### config.mk
export PLATFORM = sky130hd
export DESIGN_NAME = logicnet_layer_seq
export DESIGN_NICKNAME = d
export VERILOG_FILES = /design/src/rtl/logicnet_seq_pkg.sv /design/src/rtl/logicnet_fanin_gather.sv /design/src/rtl/logicnet_layer_seq.sv
export SDC_FILE = /design/constraint.sdc
export NUM_CORES = 1
export LEC_CHECK = 0
export CELL_PAD_IN_SITES_DETAIL_PLACEMENT = 0
export CELL_PAD_IN_SITES_GLOBAL_PLACEMENT = 2
export CORE_MARGIN = 2
export CORE_UTILIZATION = 20
export DETAILED_ROUTE_END_ITERATION = 8
export PLACE_DENSITY_LB_ADDON = 0.1
export SYNTH_ARGS = -nofsm -noshare
export SYNTH_HDL_FRONTEND = slang
export SYNTH_SLANG_ARGS = --single-unit
### constraint.sdc
create_clock -name clk -period 3.45 [get_ports clk]
set_clock_uncertainty 0.1 [all_clocks]
set_input_delay 0.345 -clock clk [delete_from_list [all_inputs] [get_ports clk]]
set_output_delay 0.345 -clock clk [all_outputs]
set_load 0.02 [all_outputs]
### src/rtl/logicnet_seq_pkg.sv
// logicnet_seq_pkg: shared FSM state type, LUT address width and CONN entry extraction
// for the time-multiplexed LogicNet layer sequencer.
`default_nettype none
package logicnet_seq_pkg;

  typedef enum logic [1:0] {
    IDLE  = 2'd0,
    EVAL  = 2'd1,
    DRAIN = 2'd2,
    OUT   = 2'd3
  } state_e;

  localparam int LUT_AW     = 8;
  localparam int CONN_MAX_W = 4096;

  // Returns the input index stored in CONN entry [n*fanin+k]; entries are idx_w bits wide.
  function automatic logic [31:0] conn_idx(input logic [CONN_MAX_W-1:0] conn,
                                           input int n, input int k,
                                           input int fanin, input int idx_w);
    logic [31:0] mask;
    mask = (32'd1 << idx_w) - 32'd1;
    return 32'(conn >> ((n * fanin + k) * idx_w)) & mask;
  endfunction

endpackage
`default_nettype wire

### src/rtl/logicnet_fanin_gather.sv
// logicnet_fanin_gather: combinational fan-in selection building one neuron's LUT address
// from the captured activation frame and the CONN connectivity table.
`default_nettype none
module logicnet_fanin_gather
  import logicnet_seq_pkg::*;
#(
  parameter int IN_W      = 64,
  parameter int N_NEURONS = 16,
  parameter int FANIN     = 8,
  parameter logic [N_NEURONS*FANIN*$clog2(IN_W)-1:0] CONN = '0
) (
  input  logic [IN_W-1:0]              frame_i,
  input  logic [$clog2(N_NEURONS)-1:0] ncnt_i,
  output logic [LUT_AW-1:0]            addr_o
);

  localparam int IDX_W = $clog2(IN_W);

  logic [CONN_MAX_W-1:0] conn_ext;
  assign conn_ext = CONN_MAX_W'(CONN);

  always_comb begin
    logic [IDX_W-1:0] idx;
    addr_o = '0;
    for (int k = 0; k < FANIN; k++) begin
      idx       = IDX_W'(conn_idx(conn_ext, int'(ncnt_i), k, FANIN, IDX_W));
      addr_o[k] = frame_i[idx];
    end
  end

endmodule
`default_nettype wire

### src/rtl/logicnet_layer_seq.sv
// logicnet_layer_seq: issues one shared neuron-LUT lookup per cycle for a captured frame and
// collects results into an output vector. Perf counters are present with LAYER_SEQ_PERF_EN.
`default_nettype none
module logicnet_layer_seq
  import logicnet_seq_pkg::*;
#(
  parameter int IN_W      = 64,
  parameter int N_NEURONS = 16,
  parameter int FANIN     = 8,
  parameter logic [N_NEURONS*FANIN*$clog2(IN_W)-1:0] CONN = '0
) (
  input  logic                         clk,
  input  logic                         rst,
  input  logic                         s_valid,
  output logic                         s_ready,
  input  logic [IN_W-1:0]              s_data,
  output logic                         lut_en,
  output logic [$clog2(N_NEURONS)-1:0] lut_nidx,
  output logic [LUT_AW-1:0]            lut_addr,
  input  logic                         lut_rdata,
  output logic                         m_valid,
  input  logic                         m_ready,
  output logic [N_NEURONS-1:0]         m_data
`ifdef LAYER_SEQ_PERF_EN
  ,
  output logic [31:0]                  perf_frames,
  output logic [31:0]                  perf_stall
`endif
);

  localparam int NW = $clog2(N_NEURONS);

  state_e               state_q, state_d;
  logic [IN_W-1:0]      frame_q, frame_d;
  logic [NW-1:0]        ncnt_q, ncnt_d;
  logic                 lut_en_q;
  logic [NW-1:0]        lut_nidx_q;
  logic [LUT_AW-1:0]    lut_addr_q, addr_w;
  logic                 en_dly_q;
  logic [NW-1:0]        nidx_dly_q;
  logic [N_NEURONS-1:0] m_data_q, m_data_d;
  logic                 s_hs_w;

  assign s_ready = (state_q == IDLE) && !rst;
  assign m_valid = (state_q == OUT);
  assign s_hs_w  = s_valid && s_ready;

  always_comb begin
    state_d  = state_q;
    frame_d  = frame_q;
    ncnt_d   = ncnt_q;
    m_data_d = m_data_q;
    if (en_dly_q) m_data_d[nidx_dly_q] = lut_rdata;
    case (state_q)
      IDLE: begin
        if (s_hs_w) begin
          frame_d  = s_data;
          m_data_d = '0;
          ncnt_d   = '0;
          state_d  = EVAL;
        end
      end
      EVAL: begin
        if (ncnt_q == NW'(N_NEURONS - 1)) state_d = DRAIN;
        else                              ncnt_d  = ncnt_q + 1'b1;
      end
      DRAIN:   state_d = OUT;
      OUT:     if (m_ready) state_d = IDLE;
      default: state_d = IDLE;
    endcase
  end

  // Address is formed from next-state frame/counter so the lookup outputs can be registered.
  logicnet_fanin_gather #(
    .IN_W      (IN_W),
    .N_NEURONS (N_NEURONS),
    .FANIN     (FANIN),
    .CONN      (CONN)
  ) u_gather (
    .frame_i (frame_d),
    .ncnt_i  (ncnt_d),
    .addr_o  (addr_w)
  );

  always_ff @(posedge clk or posedge rst) begin
    if (rst) begin
      state_q    <= IDLE;
      frame_q    <= '0;
      ncnt_q     <= '0;
      lut_en_q   <= 1'b0;
      lut_nidx_q <= '0;
      lut_addr_q <= '0;
      en_dly_q   <= 1'b0;
      nidx_dly_q <= '0;
      m_data_q   <= '0;
    end else begin
      state_q    <= state_d;
      frame_q    <= frame_d;
      ncnt_q     <= ncnt_d;
      lut_en_q   <= (state_d == EVAL);
      lut_nidx_q <= ncnt_d;
      if (state_d == EVAL) lut_addr_q <= addr_w;
      en_dly_q   <= lut_en_q;
      nidx_dly_q <= lut_nidx_q;
      m_data_q   <= m_data_d;
    end
  end

  assign lut_en   = lut_en_q;
  assign lut_nidx = lut_nidx_q;
  assign lut_addr = lut_addr_q;
  assign m_data   = m_data_q;

`ifdef LAYER_SEQ_PERF_EN
  logic [31:0] perf_frames_q, perf_stall_q;

  always_ff @(posedge clk or posedge rst) begin
    if (rst) begin
      perf_frames_q <= '0;
      perf_stall_q  <= '0;
    end else begin
      if (m_valid && m_ready && (perf_frames_q != '1))  perf_frames_q <= perf_frames_q + 32'd1;
      if (m_valid && !m_ready && (perf_stall_q != '1))  perf_stall_q  <= perf_stall_q + 32'd1;
    end
  end

  assign perf_frames = perf_frames_q;
  assign perf_stall  = perf_stall_q;
`endif

endmodule
`default_nettype wire

run_1/clock_nets.png
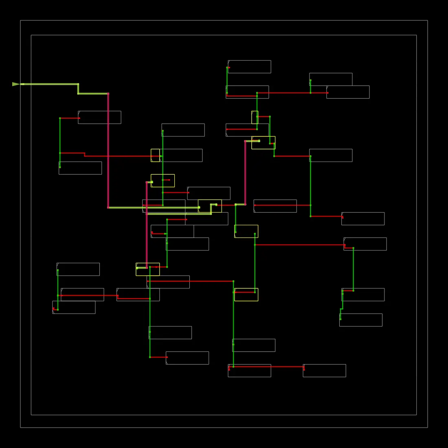
total clock network power: 0.293 mW
clock network latency to the later pin of the worst-skew pair: 0.28 ns
CLK BUF: 7
total clock buffers created by CTS: 5
sequential cell count: 30

run_1/port_trees.png
Bar = 20 µm.
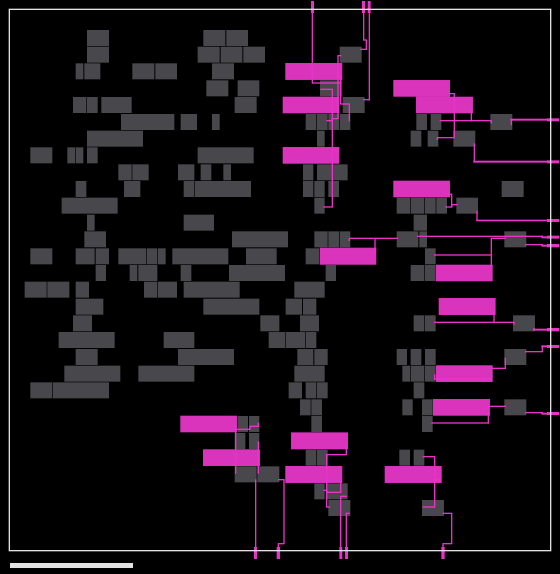
[`m_data`] magenta | direction: output | edge: 8 right, 5 bottom, 3 top | end cells: 16 | wire: 344 µm
number of top-level pins: 100
quantity of I/O buffers inserted on ports: 36

run_1/ff_map.png
Bar = 20 µm. Other sequential cells in the stronger grey, the rest of the logic in the fainter grey.
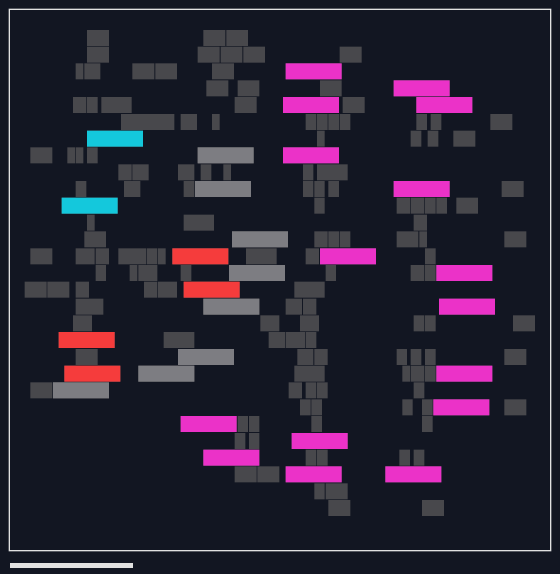
[`state_q`] cyan | placed flops: 2
[`lut_nidx`] red | placed flops: 4 | where: middle left
[`m_data`] magenta | placed flops: 16
not coloured: 8
final design utilization: 27.94%
power consumed by sequential cells: 0.675 mW
register cell area after layout: 750.7 µm²

run_1/closeup.png
Region (2, 46) to (42, 86) µm. Cells in grey, sequential cells in the stronger grey; small squares are vias.
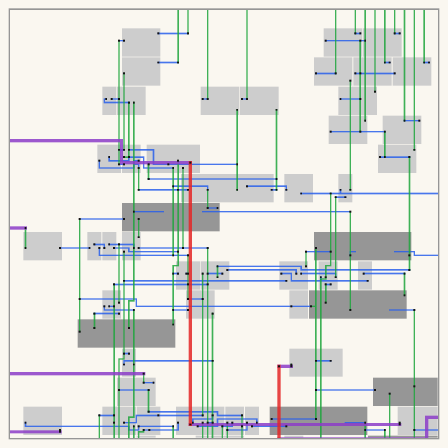
[M3] purple
[M1] blue
[M4] red
[M2] green
cells with their middle in the window: 49
sequential cells in the window: 6
netlist names of flops here include: `state_q` (2)
most frequent: clkdlybuf4s50_1 (16), dfrtp_1 (6), nand2_1 (4)

==> run notes, run 1 <==
Notes on the physical implementation.

- By area the synthesized netlist is led by dfrtp_1, a21oi_1, o21ai_0.
- The global routing report lists met1 layer usage as 13.27%.
- The total negative setup slack is 0 ns, for reference.
- Among all cell classes, the greatest summed area belongs to flip-flops and latches.
- Per the final report, the share of cell area in clock cells is 4.838%.
- On the reported timing paths, the clock transition at the registers reads 0.06 ns.
- The met2 wire length is 1793 µm, for reference.
- Per the layout report, the design carries 728 filler cells.
- The fraction of registers with async set/reset is 100.0%, for reference.
- Gates resized during post-CTS repair numbered 0.
- The number of DRC markers in iteration 0 is 77, for reference.
- The layout summary lists the proportion of cells stronger than drive strength 1 as 8.187%.
- Looking at the setup timing report, the critical path kind is primary input to output pin.
- Per the synthesis report, the simple-gate share of the synthesized area is 22.71%.
- The layout contains a multi-input combinational cell count of 93.
- The wire length on met1 is 1722 µm, for reference.
- The count of antenna diodes in the layout is 0, for reference.
- The largest vdd supply drop is 0.3109 mV, for reference.
- The area taken by multi-input combinational cells is reported as 563.0 µm².
- In this run the critical register-to-register path is launched from nidx_dly_q[1]$_DFF_PP0_.
- The critical path startpoint category is a primary input, for reference.
- The largest net degree at the start of global routing is 31, for reference.
- The last timing report of the flow puts the setup violation total at 0.
- Dividing the detail-routed wire length by the instance count gives 14.92 µm.
- Setup repair after global routing left no endpoint under its margin.
- The run finished with clean final reports.
- Per the synthesis report, the adder-cell share of the synthesized area is 0.8977%.
- The proportion of cell area occupied by registers is 39.76%, for reference.
- The xor-xnor portion of the synthesized cell area is 0%, for reference.
- The Yosys chip area is 0.001394 mm², for reference.
- In the hold report, the worst path ends at en_dly_q$_DFF_PP0_.
- The core region area is 0.006756 mm², for reference.
- Per the post-route antenna check, the number of violating nets is 0.
- The sum of net half-perimeters after detailed placement is 2644 µm, for reference.
- After floorplanning, the core was divided into 30 placement rows.
- The data required time at the worst endpoint is 3.00 ns, for reference.
- Before antenna repair, the detailed router went through 5 iterations.
- The synthesized-area fraction occupied by ao, oa, aoi and oai cells is 16.07%, for reference.
- Synthesis produced 137 cells.
- The CTS tree is built, for reference.
- The transition time recorded at the tightest slew-check pin is 0.6798 ns.
- Global routing used 10.56% of the available tracks.
- Per the final report, the share of cell area in non-clock buffers is 19.88%.
- Max fanout on the critical path was recorded as 4.
- The combinational share of cell area is 29.82%, for reference.
- The post-synth register bit count is 30.
- The distinct cell type count of the synthesized netlist is 33, for reference.
- The count of inserted tapcells is 80, for reference.
- Looking at the reg2reg group, the worst path ends at m_data[4]$_DFF_PP0_.
- Among all stages on the critical path, the maximum delay recorded is 0.63 ns.
- Timing would allow up to 473.5 MHz.
- After layout, the worst path uses 61.21% of the clock period.
- STA classifies the critical path endpoint as an output pin.
- The most frequent logic cell in the layout is clkdlybuf4s50_1, for reference.
- The final hold violation count is 0, for reference.
- The cell count listed in synth_stat.txt is 137, for reference.
- For this run, the number of Yosys warnings is 1.
- Sequential elements use 53.86% of the synthesized area.
- The met3 routed wirelength is 155 µm, for reference.
- The total count of max-transition violations in the final report is 0, for reference.
- The routed design shows a via density per instance of 4.578.
- After detailed placement, the design holds a cell count of 243.
- The highest layer used for signal routing is met4, for reference.
- CTS saw 30 sinks.
- The number of synthesized flops with an enable pin is 0, for reference.
- The arrival time at the worst endpoint is 1.67 ns, for reference.
- In the post-route report, total wirelength is listed as 3744 µm.
- The final layout report lists a non-clock inverter count of 2.
- For the worst min-delay path, the startpoint reported by OpenROAD is lut_en$_DFF_PP0_.
- The report puts the hold buffer count at CTS at 0.
- The number of maximum-capacitance violations recorded for the run is 0.
- Looking at area per cell type in the netlist, the leader is dfrtp_1.
- By instance count after routing, the leading logic cell types are clkdlybuf4s50_1, dfrtp_1, o21ai_0, a21oi_1, nand3_1.
- The minimum period implied by the final worst setup slack is 2.112 ns, for reference.
- The tool warning count for the run is 89.
- The dominant synthesized flop cell is dfrtp_1, for reference.
- The growth of design area from synthesis to finish is 35.46%, for reference.
- The root buffer cell chosen for the clock tree is clkbuf_8.
- Excluding fillers, the count of instances in the completed layout stands at 251.
- The standard cell area after detailed placement is 0.001797 mm², for reference.
- The worst-case reg-to-reg setup slack stands at 1.85 ns.
- In the final layout, excluding clock buffers the buffer count is 38.
- The vertical die dimension is 87.48 µm, for reference.
- In this run the power density over the cells is 993.5 mW/mm².
-- run 1: flip-flops by register name, summed over array words and instances, names as in the netlist --
name,count
state_q,2
en_dly_q,1
lut_addr,1
lut_nidx,4
nidx_dly_q,4
lut_en,1
frame_q,1
m_data,16
-- run 1: synth_stat cells (2+ instances only) --
library cell / number
o211ai_1: 2
a21oi_1: 16
nand3b_1: 2
nor2b_1: 2
nand2b_1: 3
o21ai_1: 2
nor3_1: 3
clkbuf_1: 4
nand2_1: 6
nor2_1: 2
o21ai_0: 16
buf_4: 7
nand3_1: 15
and3b_1: 2
and3_1: 4
dfrtp_1: 30
nand4_1: 4
inv_1: 2
-- run 1: how the worst max path moves through the flow --
stage	slack (ns)	cells past startpoint	end	from
6_report	1.34	3	s_ready	rst
5_1_grt	1.28	3	s_ready	rst
4_1_cts	1.32	3	s_ready	rst
3_5_place_dp	1.32	3	s_ready	rst
3_3_place_gp	1.38	3	s_ready	rst
2_1_floorplan	1.98	3	lut_nidx[2]$_DFFE_PP0P_	state_q[1]$_DFF_PP0_
-- run 1: critical path, delay by kind of cell --
| family | cells | cell delay [ns] |
|---|---|---|
| buffers and inverters | 2 | 1.13 |
| AND/OR/NAND/NOR | 1 | 0.19 |
-- run 1: power by group --
| part | internal, mW | switching [mW] | total (mW) | leakage [nW] |
|---|---|---|---|---|
| Sequential | 0.501 | 0.174 | 0.675 | 0.384 |
| Combinational | 0.419 | 0.489 | 0.908 | 0.331 |
| Clock | 0.161 | 0.132 | 0.293 | 0.0482 |
| Total | 1.08 | 0.796 | 1.88 | 0.763 |
-- run 1: cells by family (layout without fill, tap and decap cells) --
family          Yosys count  count (layout)
buf+inv                  14              48
flops                    30              30
simple gates             51              51
compound gates           40              40
mux                       1               1
fa+ha+maj                 1               1
run_1/layers.png
Two of the layers only.
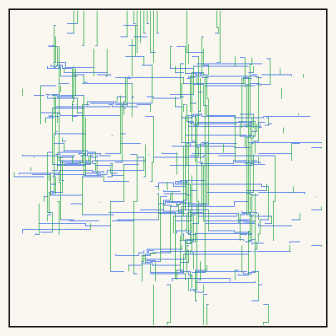

==> run 2: changes to the inputs <==
- CORE_UTILIZATION: 20 -> 18
- clock period: 3.45 -> 2.2 ns (I/O delays scaled with it)
run_2/layers.png
Two of the layers only.
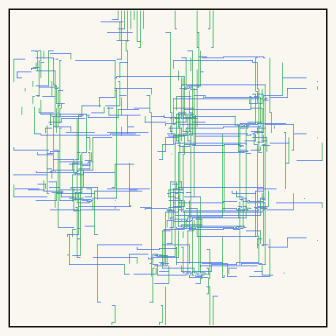
[M1] blue | wire length: 1780 µm
[M2] green | wire length: 1930 µm
total routing resource utilization after global routing: 9.840%
drt wl/cell: 14.38 µm
via count: 1172

run_2/port_trees.png
Bar = 20 µm.
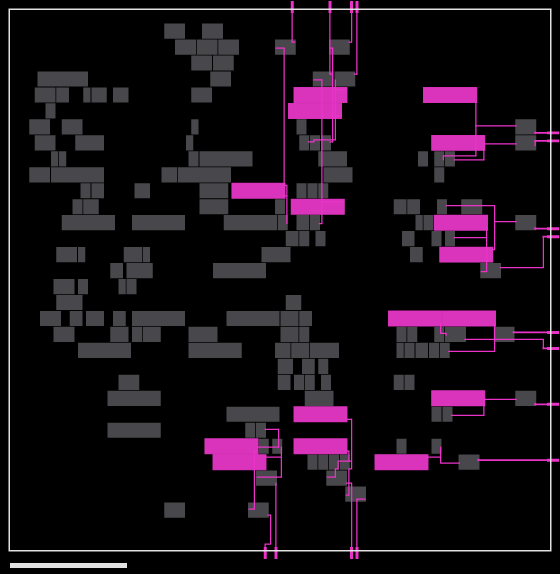

==> run notes, run 2 <==
Notes on the physical implementation.

- The cell-internal power was 1.758 mW (+63%).
- The register bit count reported by yosys is 30 (unchanged).
- The number of hold buffers added after CTS is 0 (unchanged), for reference.
- The CTS buffer count is 5 (unchanged), for reference.
- The largest area contributor in the netlist is dfrtp_1, for reference.
- Among all cell types in the netlist, the one instantiated most often is dfrtp_1.
- The post-synthesis simple-gate area fraction is 22.71% (unchanged), for reference.
- The count of antenna diodes in the layout is 0 (unchanged), for reference.
- The Yosys chip area is 0.001394 mm² (unchanged).
- Measured against its own limit, the worst slew margin works out to 57.54%.
- The highest achievable clock rate is 525.4 MHz, for reference.
- In the synthesized netlist the dominant register cell turns out to be dfrtp_1.
- The total wire length is 3925 µm (+4.8%).
- The proportion of synthesized chip area in sequential cells was 53.86% (unchanged).
- The clock transition at the register clock pins on the worst setup and hold paths after CTS was 0.07 ns (about the same).
- The final antenna-violating net count is 0 (unchanged).
- Of the available clock period, the critical path in the final layout requires 86.52%.
- The post-CTS resize count is 0 (unchanged).
- The path class of the tightest hold or removal check is register to register.
- The synthesis warning total is 1 (unchanged), for reference.
- The fraction of registers with async set/reset came to 100.0% (unchanged).
- The distinct cell type count of the synthesized netlist is 33 (unchanged), for reference.
- The max-cap violation count is 0 (unchanged), for reference.
- The stage-log warning count is 89 (unchanged), for reference.
- Per the timing report, the most critical flop-to-flop path originates at state_q[1]$_DFF_PP0_.
- The first global-routing pass estimated 6299 µm of wire.
- The tree is rooted in a clkbuf_8.
- The launch point of the worst min-delay path is recorded as lut_en$_DFF_PP0_.
- The clock period could shrink to 1.903 ns.
- The number of synthesized flops with an enable pin was 0 (unchanged).
- The largest vdd supply drop is 0.5903 mV (+90%), for reference.
- For the worst flop-to-flop path, the logic depth is 3.
- The sum of net half-perimeters after detailed placement is 2819 µm (+6.6%), for reference.
- The core region area is 0.007607 mm² (+13%).
- The leakage power summed over all cells is 0.7725 nW, for reference.
- The largest net degree at the start of global routing is 31 (unchanged), for reference.
- The number of placed cells counting well taps is 265 (+9.1%), for reference.
- The switching power is 1.267 mW (+59%).
- The share of total power in sequential cells is 35.1% (-0.9 points), for reference.
- The total negative setup slack is 0 ns (unchanged), for reference.
- The critical path startpoint category is a register, for reference.
- The post-synthesis share of cell area spent on full adders, half adders and majority gates is 0.8977% (unchanged), for reference.
- Ranked by total cell area, the synthesized netlist is headed by dfrtp_1, a21oi_1, o21ai_0.
- The number of I/O port buffers is 36 (unchanged), for reference.
- The cell count listed in synth_stat.txt was 137 (unchanged).
- Counting only logic cells after layout, the most numerous master is clkdlybuf4s50_1.
- The slew of the pin with the lowest slew margin is 0.6355 ns (-0.04425 ns), for reference.
- The total count of max-transition violations in the final report is 0 (unchanged), for reference.
- Counting instances in the post-synthesis netlist gives the leading cell types as dfrtp_1, a21oi_1, o21ai_0.
- The starting density of the core is 18.32%, for reference.
- The element type at the critical path end is an output pin, for reference.
- The post-synthesis instance total is 137 (unchanged).
- The proportion of layout cells with a drive suffix above 1 is 8.772% (+0.58 points).
- The switching part of the total power is 41.88% (-0.53 points).
- The arrival time at the worst endpoint is 1.58 ns (-0.09 ns).
- The number of cells in the finished layout apart from fillers is 273 (+8.8%), for reference.
- The growth of design area from synthesis to finish is 38.78%, for reference.
- Following the worst setup path forward leads to its endpoint at s_ready.
- The via count normalized by instance count is 4.293 (-6.2%), for reference.
- The data required time at the worst endpoint is 1.88 ns (-1.12 ns), for reference.
- TritonCTS built the clock tree.
- The synthesized-area fraction occupied by ao, oa, aoi and oai cells is 16.07% (unchanged), for reference.
- The combinational share of power was 47.4% (-1.0 points).
- Setup repair after global routing left no endpoint under its margin.
- The boundary pin count is 100 (unchanged).
- The critical path is of the register to output pin type.
- The path with the worst hold slack has its endpoint at en_dly_q$_DFF_PP0_.
- The sum of overflow across all layers after global routing is 0, for reference.
- The capture point of the worst register-to-register path is recorded as lut_nidx[2]$_DFFE_PP0P_.
- The worst setup slack for register-to-register paths is 0.65 ns (-1.20 ns).
- The flow ran to the end, and the final reports show no timing, DRC or antenna violations.
- The number of standard-cell rows in the floorplan is 32 (+6.7%), for reference.
- The worst-skew pair later-pin latency is 0.28 ns (about the same), for reference.
- The number of flip-flops under the largest register name is 16 (unchanged), for reference.
- The proportion of power drawn by the clock network is 17.6% (+2.0 points), for reference.
- The maximum net fanout on the critical path came to 7 (+3).
- The setup-violating endpoint count in the final report is 0 (unchanged), for reference.
- The detailed-router iteration count before antenna repair is 4 (-1), for reference.
- For this run, design rule violations remaining after detail routing come to 0.
- The vertical die dimension was 92.00 µm (+5.2%).
- The standard cell area after detailed placement was 0.001824 mm² (+1.5%).
- The library cells used most frequently in the layout, excluding fill and tap cells, are clkdlybuf4s50_1, dfrtp_1, o21ai_0, a21oi_1, nand3_1.
- The xor-xnor portion of the synthesized cell area was 0% (unchanged).
- The total power density per cell area came to 1564 mW/mm² (+57%).
- The number of DRC markers in iteration 0 came to 51 (-34%).
- The most critical setup path has its startpoint at state_q[1]$_DFF_PP0_.
- The number of cells on the worst hold path is 0, for reference.
- The final hold violation count is 0 (unchanged), for reference.
run_2/clock_nets.png
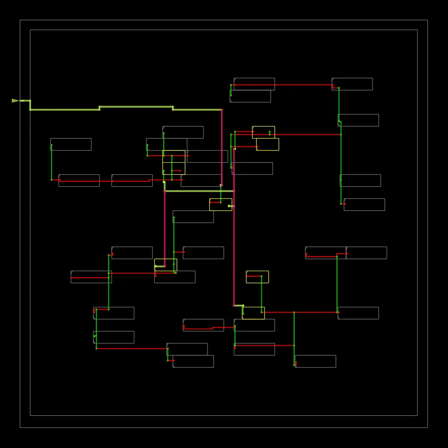
CLK BUF: 8
total clock network power: 0.532 mW
Sinks on Clock Net: 30

[run 2: cell counts after synthesis]
Identical to the previous run, type by type.
[run 2: worst max-delay path, cell delays in order (launching register included)]
cell	delay (ns)
dfrtp_1	0.46
nor3_1	0.22
clkdlybuf4s50_1	0.63
[run 2: cells by family after synthesis]
| kind of cell | after synthesis |
|---|---|
| fa+ha+maj | 1 |
| flops | 30 |
| simple gates | 51 |
| mux | 1 |
| compound gates | 40 |
| buf+inv | 14 |
[run 2: layout make-up]
class | count | area [µm²]
inverters | 2 | 7.507
fillers | 822 | 5673
repair buffers | 38 | 375.4
well taps | 102 | 127.6
multi-input cells | 93 | 563.0
flip-flops and latches | 30 | 750.7
clock buffers | 8 | 110.1
[run 2: per-layer routing]
layer | global-route usage [%] | share of wire, % | up-vias
met3 | 2.465 | 3.7 | 8
li1 | - | - | 560
met4 | 4.478 | 1.8 | 0
met5 | 0 | 0 | -
met1 | 12.15 | 45 | 576
met2 | 16.18 | 49 | 28
[run 2: power by group through the flow]
stage	Sequential, mW	Clock [mW]	Combinational, mW
2_1_floorplan	1.18	0	0.728
3_3_place_gp	1.06	0	1.45
3_5_place_dp	1.08	0	1.45
4_1_cts	1.07	0.544	1.46
5_1_grt	1.13	0.572	1.54
6_report	1.06	0.532	1.43
[run 2: per-stage QoR]
step / util, % / power [mW] / hold slack [ns]
2_1_floorplan: - / 1.908 / 0.2108
3_3_place_gp: 23.98 / 2.518 / 0.2718
3_5_place_dp: 23.98 / 2.534 / 0.2940
4_1_cts: 25.43 / 3.073 / 0.3077
5_1_grt: 25.43 / 3.237 / 0.3245
6_report: 25.43 / 3.025 / 0.2906
run_2/closeup.png
Region (3, 49) to (43, 89) µm. Cells in grey, sequential cells in the stronger grey; small squares are vias.
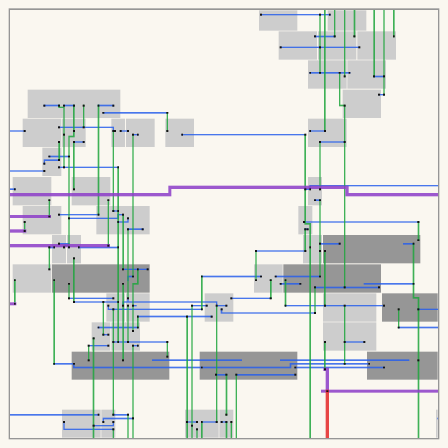

==> run 3: changes to the inputs <==
- CORE_MARGIN: 2 -> 4
- TNS_END_PERCENT: not set -> 10
run_3/closeup.png
Region (4, 52) to (44, 92) µm. Cells in grey, sequential cells in the stronger grey; small squares are vias.
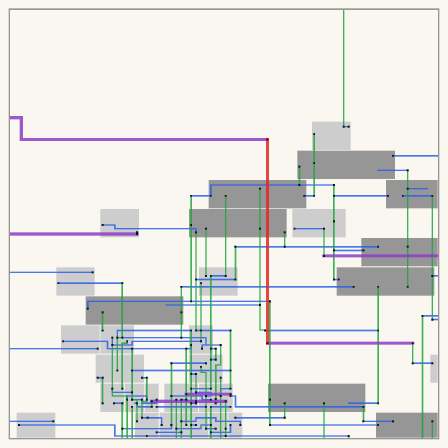
[M1] blue
[M2] green
[M4] red
[M3] purple
most frequent: dfrtp_1 (9), clkdlybuf4s50_1 (5), and3_1 (3)
netlist names of flops here include: `lut_nidx` (3), `nidx_dly_q` (3)
sequential cells in the window: 9
cells with their middle in the window: 29

run_3/ff_map.png
Bar = 20 µm. Other sequential cells in the stronger grey, the rest of the logic in the fainter grey.
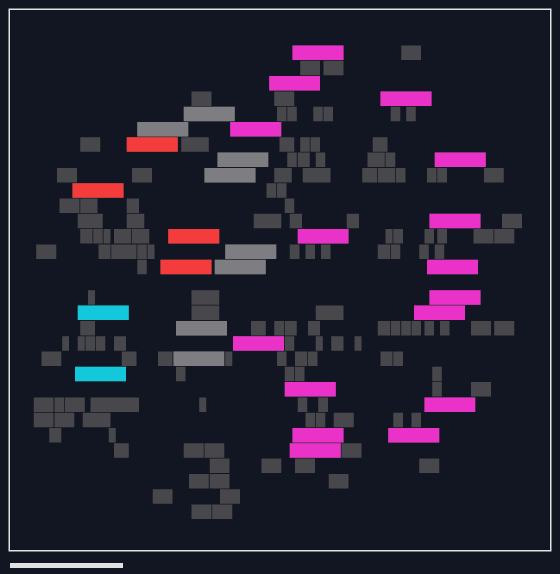
[`m_data`] magenta | placed flops: 16
[`lut_nidx`] red | placed flops: 4
[`state_q`] cyan | placed flops: 2

==> run notes, run 3 <==
Notes on the physical implementation.

- The cell-internal power was 1.694 mW (-3.7%).
- The total number of vias is 1159 (-1.1%).
- Yosys instantiated no cell more often than dfrtp_1.
- The CTS tree is built, for reference.
- The via count normalized by instance count is 4.293 (about the same), for reference.
- The final hold violation count is 0 (unchanged), for reference.
- Per the cell usage report, the commonest logic cell in the layout is clkdlybuf4s50_1.
- The tree is rooted in a clkbuf_8.
- The run finished with clean final reports.
- The max-cap violation count is 0 (unchanged), for reference.
- The register bit count reported by yosys is 30 (unchanged), for reference.
- The switching power came to 1.268 mW (about the same).
- The sum of net half-perimeters after detailed placement is 2866 µm (+1.7%), for reference.
- In the synthesized netlist, the cells that appear most often are dfrtp_1, a21oi_1, o21ai_0.
- The share of the clock period used by the worst path after layout was 86.38% (-0.14 points).
- The relative max-transition margin was 59.94% (+2.4 points).
- The critical path startpoint category is a register, for reference.
- The final antenna-violating net count is 0 (unchanged), for reference.
- The Yosys chip area came to 0.001394 mm² (unchanged).
- The largest net degree at the start of global routing is 31 (unchanged), for reference.
- The synthesis warning total was 1 (unchanged).
- The worst setup slack for register-to-register paths was 0.65 ns (about the same).
- The fraction of registers with async set/reset is 100.0% (unchanged), for reference.
- The worst-skew pair later-pin latency is 0.28 ns (about the same), for reference.
- OpenSTA lists the critical path endpoint as s_ready.
- The largest vdd supply drop came to 0.3524 mV (-40%).
- The standard cell area after detailed placement is 0.001821 mm² (-0.21%), for reference.
- The slew of the pin with the lowest slew margin is 0.5990 ns (-0.03649 ns), for reference.
- The post-synthesis simple-gate area fraction was 22.71% (unchanged).
- The proportion of layout cells with a drive suffix above 1 is 8.187% (-0.58 points).
- The final standard cell utilization of the core is 25.94% (+0.51 points), for reference.
- The clock transition at the register clock pins on the worst setup and hold paths after CTS is 0.06 ns (about the same), for reference.
- The hold path startpoint is lut_en$_DFF_PP0_, for reference.
- The element type at the critical path end is an output pin, for reference.
- The setup-violating endpoint count in the final report is 0 (unchanged), for reference.
- The combinational share of power is 48.2% (+0.8 points), for reference.
- The wire length of the first global-routing pass is 6555 µm (+4.1%), for reference.
- The xor-xnor portion of the synthesized cell area is 0% (unchanged), for reference.
- The maximum net fanout on the critical path was 7 (unchanged).
- The reg-to-reg endpoint is lut_nidx[2]$_DFFE_PP0P_, for reference.
- The kind of path behind the tightest hold check is register to register, for reference.
- The highest achievable clock rate came to 526.2 MHz (+0.16%).
- The launch point of the worst register-to-register path is recorded as state_q[1]$_DFF_PP0_.
- The cell count listed in synth_stat.txt came to 137 (unchanged).
- The core region area is 0.007370 mm² (-3.1%).
- The layout filler cell count is 815 (-0.85%), for reference.
- The post-synthesis instance total is 137 (unchanged), for reference.
- The number of synthesized flops with an enable pin is 0 (unchanged), for reference.
- According to the timing report, the critical path is launched from state_q[1]$_DFF_PP0_.
- The path type of the worst setup path is register to output pin, for reference.
- The share of total power in sequential cells is 36.2% (+1.1 points), for reference.
- The minimum period implied by the final worst setup slack came to 1.900 ns (-0.003081 ns).
- The number of standard-cell rows in the floorplan is 31 (-3.1%), for reference.
- The number of DRC markers in iteration 0 is 50 (-2.0%), for reference.
- The post-CTS resize count is 0 (unchanged), for reference.
- The global-route total usage across every layer is 9.502% (-0.34 points).
- The distinct cell type count of the synthesized netlist is 33 (unchanged), for reference.
- The hold slack is 0.2732 ns (-0.01735 ns), for reference.
- The number of flip-flops under the largest register name was 16 (unchanged).
- The number of design rule violations left after detail routing came to 0 (unchanged).
- The total count of max-transition violations in the final report is 0 (unchanged), for reference.
- The average wire per cell in the routed design is 14.60 µm (+1.6%), for reference.
- The multi-input logic area is 563.0 µm² (unchanged), for reference.
run_3/port_trees.png
Bar = 20 µm.
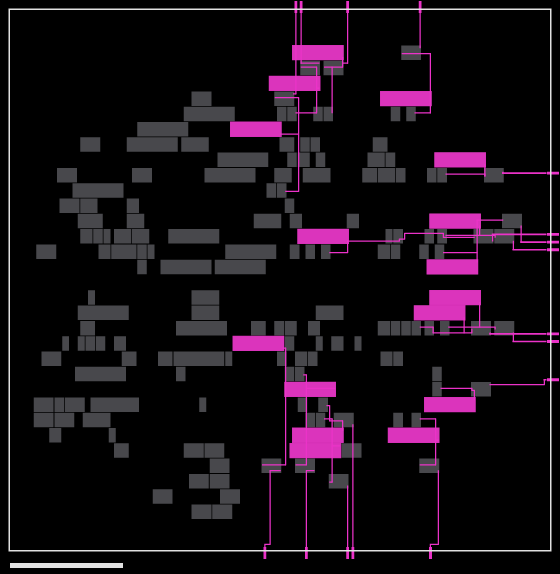

[run 3: power groups by stage]
| stage | combinational [mW] | sequential, mW | clock [mW] |
|---|---|---|---|
| detailed placement | 1.45 | 1.08 | 0 |
| finish | 1.43 | 1.07 | 0.465 |
| floorplan | 0.728 | 1.18 | 0 |
| CTS | 1.45 | 1.07 | 0.483 |
| global route | 1.57 | 1.11 | 0.510 |
| global placement | 1.45 | 1.07 | 0 |
[run 3: how the worst min path moves through the flow]
stage / endpoint / depth (start not counted)
floorplan: en_dly_q$_DFF_PP0_ / 1
global placement: en_dly_q$_DFF_PP0_ / 0
detailed placement: en_dly_q$_DFF_PP0_ / 0
CTS: en_dly_q$_DFF_PP0_ / 0
global route: en_dly_q$_DFF_PP0_ / 0
finish: en_dly_q$_DFF_PP0_ / 0
[run 3: per-stage QoR]
stage | instances | power [mW] | worst slack [ns]
global route | 270 | 3.191 | 0.2091
global placement | 262 | 2.516 | 0.3636
floorplan | 137 | 1.908 | 0.7323
detailed placement | 262 | 2.529 | 0.3845
CTS | 270 | 3.005 | 0.2867
finish | 270 | 2.961 | 0.2997
[run 3: per-layer routing]
metal  part of all wire, %  routed length [µm]  track usage [%]  vias up
met1                    42                1665            10.70      565
li1                      -                   -                -      558
met2                    52                2067            17.08       32
met5                     0                   0                0        -
met4                  0.89                  35            2.725        0
met3                   4.4                 175            2.971        4
[run 3: final cells by class]
cell class              instances  area share [%]
flip-flops and latches         30           39.27
multi-input cells              93           29.45
repair buffers                 38           19.63
well taps                      99           6.479
clock buffers                   7           4.516
inverters                       2          0.3927
clock inverters                 1          0.2618
[run 3: worst max-delay path, stage by stage, from the launching register on]
cell and delay (ns):
dfrtp_1 0.46, nor3_1 0.21, clkdlybuf4s50_1 0.63
Power figures rest on the tool's default switching activity, not on a simulated workload.
